## config.mk

```make
export PLATFORM = sky130hd
export DESIGN_NAME = bridge_1xn
export DESIGN_NICKNAME = d
export VERILOG_FILES = /design/src/rtl/bridge_1xn.sv
export SDC_FILE = /design/constraint.sdc
export NUM_CORES = 1
export LEC_CHECK = 0
export ABC_AREA = 0
export CORE_AREA = 4 4 135 137
export CTS_CLUSTER_SIZE = 25
export DETAILED_ROUTE_END_ITERATION = 7
export DIE_AREA = 0 0 139 141
export PLACE_DENSITY = 0.66
export SYNTH_ARGS = -nofsm -noshare
export SYNTH_HDL_FRONTEND = slang
export SYNTH_SLANG_ARGS = --single-unit
```

## constraint.sdc

```tcl
create_clock -name clk -period 8.8 [get_ports clk]
set_clock_uncertainty 0.05 [all_clocks]
set_input_delay 2.2 -clock clk [delete_from_list [all_inputs] [get_ports clk]]
set_output_delay 2.2 -clock clk [all_outputs]
set_load 0.05 [all_outputs]
```

## src/rtl/bridge_1xn.sv

```systemverilog
// CPU data-port bridge fanning one master out to N_SLV address-windowed slaves,
// with read-return steering and sticky logging of unmapped accesses.
module bridge_1xn #(
    parameter int                     N_SLV     = 2,
    parameter int                     XLEN      = 32,
    parameter logic [N_SLV*XLEN-1:0]  SLV_BASE  = {32'hBFAF0000, 32'h00000000},
    parameter logic [N_SLV*XLEN-1:0]  SLV_MASK  = {32'hFFFF0000, 32'hFFFFC000},
    parameter logic [XLEN-1:0]        MISS_DATA = 32'hDEADBEEF,
    parameter int                     REQ_PIPE  = 0,
    parameter int                     CNT_W     = 16
) (
    input  logic                    clk,
    input  logic                    reset,
    input  logic                    cpu_data_en,
    input  logic [3:0]              cpu_data_wen,
    input  logic [XLEN-1:0]         cpu_data_addr,
    input  logic [XLEN-1:0]         cpu_data_wdata,
    output logic [XLEN-1:0]         cpu_data_rdata,
    output logic [N_SLV-1:0]        slv_en,
    output logic [4*N_SLV-1:0]      slv_wen,
    output logic [N_SLV*XLEN-1:0]   slv_addr,
    output logic [N_SLV*XLEN-1:0]   slv_wdata,
    input  logic [N_SLV*XLEN-1:0]   slv_rdata,
    input  logic                    err_clr,
    output logic                    err_valid,
    output logic [XLEN-1:0]         err_addr,
    output logic [CNT_W-1:0]        err_cnt
);

    logic            req_en;
    logic [3:0]      req_wen;
    logic [XLEN-1:0] req_addr;
    logic [XLEN-1:0] req_wdata;

    generate
        if (REQ_PIPE != 0) begin : g_req_pipe
            logic            req_en_q,    req_en_d;
            logic [3:0]      req_wen_q,   req_wen_d;
            logic [XLEN-1:0] req_addr_q,  req_addr_d;
            logic [XLEN-1:0] req_wdata_q, req_wdata_d;

            always_comb begin
                req_en_d    = cpu_data_en;
                req_wen_d   = cpu_data_wen;
                req_addr_d  = cpu_data_addr;
                req_wdata_d = cpu_data_wdata;
            end

            always_ff @(posedge clk) begin
                if (reset) begin
                    req_en_q    <= 1'b0;
                    req_wen_q   <= '0;
                    req_addr_q  <= '0;
                    req_wdata_q <= '0;
                end else begin
                    req_en_q    <= req_en_d;
                    req_wen_q   <= req_wen_d;
                    req_addr_q  <= req_addr_d;
                    req_wdata_q <= req_wdata_d;
                end
            end

            assign req_en    = req_en_q;
            assign req_wen   = req_wen_q;
            assign req_addr  = req_addr_q;
            assign req_wdata = req_wdata_q;
        end else begin : g_req_comb
            assign req_en    = cpu_data_en;
            assign req_wen   = cpu_data_wen;
            assign req_addr  = cpu_data_addr;
            assign req_wdata = cpu_data_wdata;
        end
    endgenerate

    logic [N_SLV-1:0] hit;
    logic             miss;

    // Scan from the top so the lowest matching window overwrites, keeping hit one-hot.
    always_comb begin
        hit = '0;
        for (int i = N_SLV - 1; i >= 0; i--) begin
            if (req_en && ((req_addr & SLV_MASK[i*XLEN +: XLEN]) == SLV_BASE[i*XLEN +: XLEN])) begin
                hit    = '0;
                hit[i] = 1'b1;
            end
        end
        miss = req_en && (hit == '0);
    end

    always_comb begin
        slv_en    = hit;
        slv_wen   = '0;
        slv_addr  = '0;
        slv_wdata = '0;
        for (int i = 0; i < N_SLV; i++) begin
            slv_wen[i*4 +: 4]      = hit[i] ? req_wen : 4'b0000;
            slv_addr[i*XLEN +: XLEN]  = req_addr;
            slv_wdata[i*XLEN +: XLEN] = req_wdata;
        end
    end

    logic [N_SLV-1:0] sel_q, sel_d;
    logic             miss_q, miss_d;

    always_comb begin
        sel_d  = hit;
        miss_d = miss;
    end

    always_ff @(posedge clk) begin
        if (reset) begin
            sel_q  <= '0;
            miss_q <= 1'b0;
        end else begin
            sel_q  <= sel_d;
            miss_q <= miss_d;
        end
    end

    // sel_q and miss_q are never both set, so the mux order does not matter.
    always_comb begin
        cpu_data_rdata = '0;
        if (miss_q) begin
            cpu_data_rdata = MISS_DATA;
        end
        for (int i = 0; i < N_SLV; i++) begin
            if (sel_q[i]) begin
                cpu_data_rdata = slv_rdata[i*XLEN +: XLEN];
            end
        end
    end

    logic             err_valid_q, err_valid_d;
    logic [XLEN-1:0]  err_addr_q,  err_addr_d;
    logic [CNT_W-1:0] err_cnt_q,   err_cnt_d;

    // A miss overrides a simultaneous clear and restarts first-address capture.
    always_comb begin
        err_valid_d = err_valid_q;
        err_addr_d  = err_addr_q;
        err_cnt_d   = err_cnt_q;
        if (miss) begin
            err_valid_d = 1'b1;
            if (!err_valid_q || err_clr) begin
                err_addr_d = req_addr;
            end
            if (err_cnt_q != {CNT_W{1'b1}}) begin
                err_cnt_d = err_cnt_q + CNT_W'(1);
            end
        end else if (err_clr) begin
            err_valid_d = 1'b0;
        end
    end

    always_ff @(posedge clk) begin
        if (reset) begin
            err_valid_q <= 1'b0;
            err_addr_q  <= '0;
            err_cnt_q   <= '0;
        end else begin
            err_valid_q <= err_valid_d;
            err_addr_q  <= err_addr_d;
            err_cnt_q   <= err_cnt_d;
        end
    end

    assign err_valid = err_valid_q;
    assign err_addr  = err_addr_q;
    assign err_cnt   = err_cnt_q;

endmodule

```

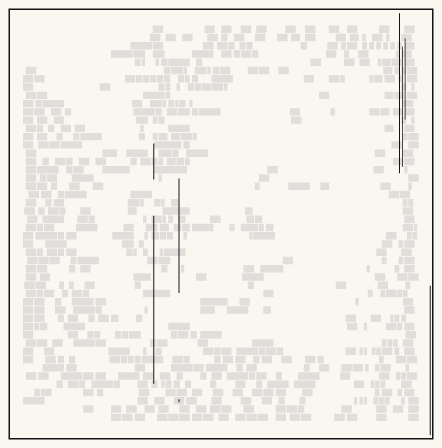
(met4 routing)
longest straight run	55.1 µm
main direction	vertical
share of all routed wire	1.8%
wire length on this layer	272 µm
nets with wire on the layer	7

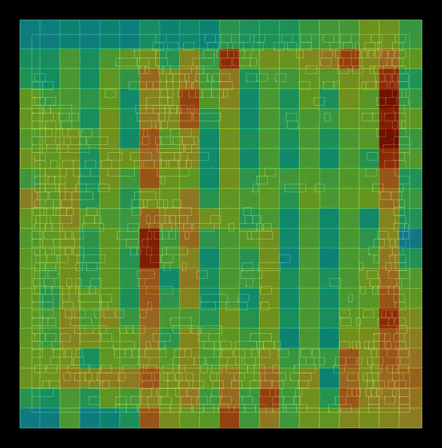
(routing congestion)
met3 GRT Util: 7.53%
utilization after layout: 35.6%
met1 usage: 16.5%

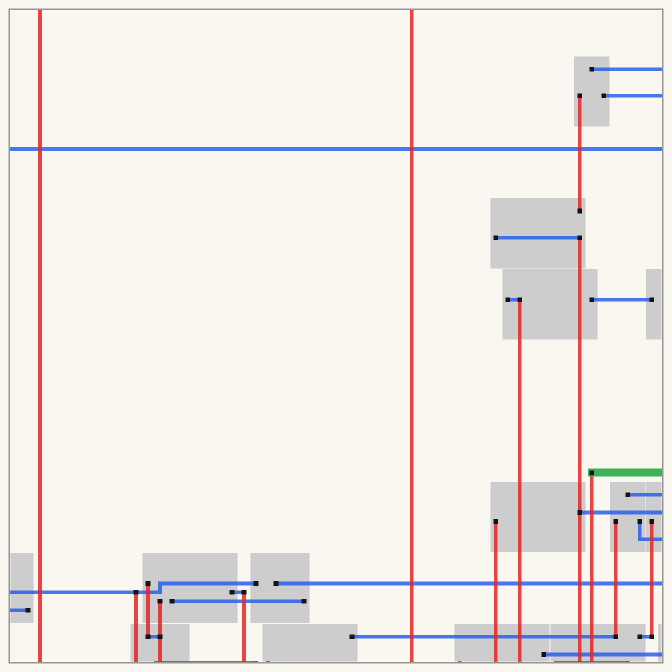
(zoomed window)
Region (92, 23) to (117, 48) µm. Cells in gray, sequential cells in the stronger gray; small squares are vias.
layer	color
met1	blue
met2	red
met3	green
cells with their middle in the window	11
most frequent	clkdlybuf4s50_1 (6), nand2_1 (2), nand2b_1 (2)
sequential cells in the window	0

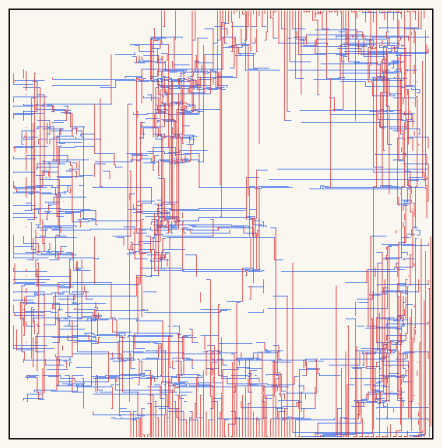
(metal layers overlaid)
Two of the layers only.
layer	color	wire length
met2	red	7550 µm
met1	blue	5760 µm

==> flow_metrics.env <==
# source this file to load flow results
export IMPL_synth_xor_xnor_area_share_pct=0
export IMPL_die_width_um=139
export IMPL_initial_core_util_pct=24.2
export IMPL_status="finished clean"
export IMPL_r2r_start="err_cnt[2]"
export IMPL_drt_iter0_drc=152
export IMPL_num_vias=3665
export IMPL_ys_cells=511
export IMPL_rows=48
export IMPL_dp_hpwl_um=12600
export IMPL_syn_nets=648
export IMPL_top_cells_by_count="130 x buf_4, 66 x nand2b_1, 52 x dfxtp_1"
export IMPL_dieArea_um2=19600
export IMPL_coreArea_um2=17100
export IMPL_cp_arrival_ps=5460
export IMPL_syn_avg_cell_area_um2=8.07
export IMPL_yosys_stat_area_um2=4120
export IMPL_edf_count=0
export IMPL_min_from="err_addr[7]"
export IMPL_final_antenna_net_count=0
export IMPL_grt_overflow=0
export IMPL_finalMaxSlewViolations=0
export IMPL_place_ws_ps=1060
export IMPL_startpoint_type="primary input"
export IMPL_cp_max_fo=7
export IMPL_tightest_slew_ps=1010
export IMPL_hold_viol=0
export IMPL_cp_end_kind="output pin"
export IMPL_fin_tns_setup_ps=0
export IMPL_dr_wl_met3_um=1790
export IMPL_hold_depth=2
export IMPL_pwr_density_cell_nw_per_um2=127
export IMPL_syn_area_um2=4120
export IMPL_ys_sh_adder_pct=0.303
export IMPL_p_int_mw=0.507
export IMPL_yosysUniqueCellTypes=42
export IMPL_simple_gate_share_pct=26.1
export IMPL_final_area_um2=6080
export IMPL_cts_htree_levels=2
export IMPL_portBuffers=258
export IMPL_antenna_found_initial=4
export IMPL_switchingPower_mw=0.264
export IMPL_grt_pass1_vias=3684
export IMPL_worst_r2r_cell_count=5
export IMPL_cts_sinks=52
export IMPL_drc=0
export IMPL_cts_root_buf="clkbuf_16"
worst max-delay path, stage by stage:
cell and delay [ps]:
clkdlybuf4s50_1 590, or4b_1 510, or4_4 530, or2_2 350, inv_1 260, and2_1 190, clkdlybuf4s50_1 820
power groups by stage:
stage                     logic, mW  clock network [mW]  registers [mW]
after detailed placement      0.278                   0           0.257
after global placement        0.278                   0           0.257
final                         0.276               0.243           0.252
after global routing          0.289               0.261           0.253
after floorplan               0.218                   0           0.294
after CTS                     0.279               0.254           0.252
registers in the layout (all words and copies together), names as in the netlist:
register,cells
err_addr,32
err_cnt,16
err_valid,1
miss_q,1
sel_q,2
worst max-delay path by stage:
stage / to / depth (start not counted)
after global routing: slv_wen[4] / 7
final: slv_wen[4] / 7
after detailed placement: slv_wen[4] / 7
after global placement: slv_wen[4] / 7
after CTS: slv_wen[4] / 7
after floorplan: slv_wen[4] / 5
cell type report:
cell class                      count  area (µm²)  area share (%)
Timing Repair Buffer              263        2620            43.0
Sequential cell                    52        1040            17.2
Clock buffer                        7         153            2.51
Tap cell                          225         282            4.63
Multi-Input combinational cell    296        1940            32.0
Clock inverter                      1        30.0           0.494
Inverter                            3        11.3           0.185
metal layers:
metal	global-route usage [%]	vias up
met5	0.251	-
met4	3.71	8
met3	7.53	23
met2	25.8	237
met1	16.5	1594
li1	-	1803
stage by stage:
step           cells  util, %  total power, mW  hold WS (ps)
6_report         847     35.6            0.771           424
5_1_grt          847     35.6            0.804           445
4_1_cts          847     35.6            0.785           428
3_5_place_dp     839     34.6            0.535           412
2_1_floorplan    511        -            0.512           631
3_3_place_gp     839     34.6            0.535           410
cell families after synthesis:
family	Yosys count
compound gates	64
fa+ha+maj	1
buf+inv	163
flops	52
mux	45
simple gates	186
placed cells by master (no fill, tap or decap), drive strengths merged:
| cell | count |
|---|---|
| o2111a | 1 |
| nor2b | 14 |
| nor4b | 1 |
| a21oi | 26 |
| o21ai | 25 |
| a22o | 8 |
| inv | 3 |
| ha | 1 |
| buf | 6 |
| o21ba | 1 |
| or4 | 3 |
| nor3 | 5 |
| bufinv | 1 |
| or3 | 1 |
| nor2 | 16 |
| clkbuf | 7 |
| and2b | 1 |
| clkdlybuf4s50 | 257 |
| nor4 | 12 |
| and4b | 1 |
| or4b | 1 |
| nand4 | 4 |
| or2 | 2 |
| mux2 | 12 |
| dfxtp | 52 |
| nand3b | 2 |
| nand2b | 66 |
| and4 | 4 |
| nand4b | 1 |
| and3 | 3 |
| mux2i | 33 |
| nand3 | 9 |
| a211oi | 1 |
| and2 | 10 |
| o31ai | 2 |
| nand2 | 30 |
No activity file was given, so power comes from the tool's default toggle rates.
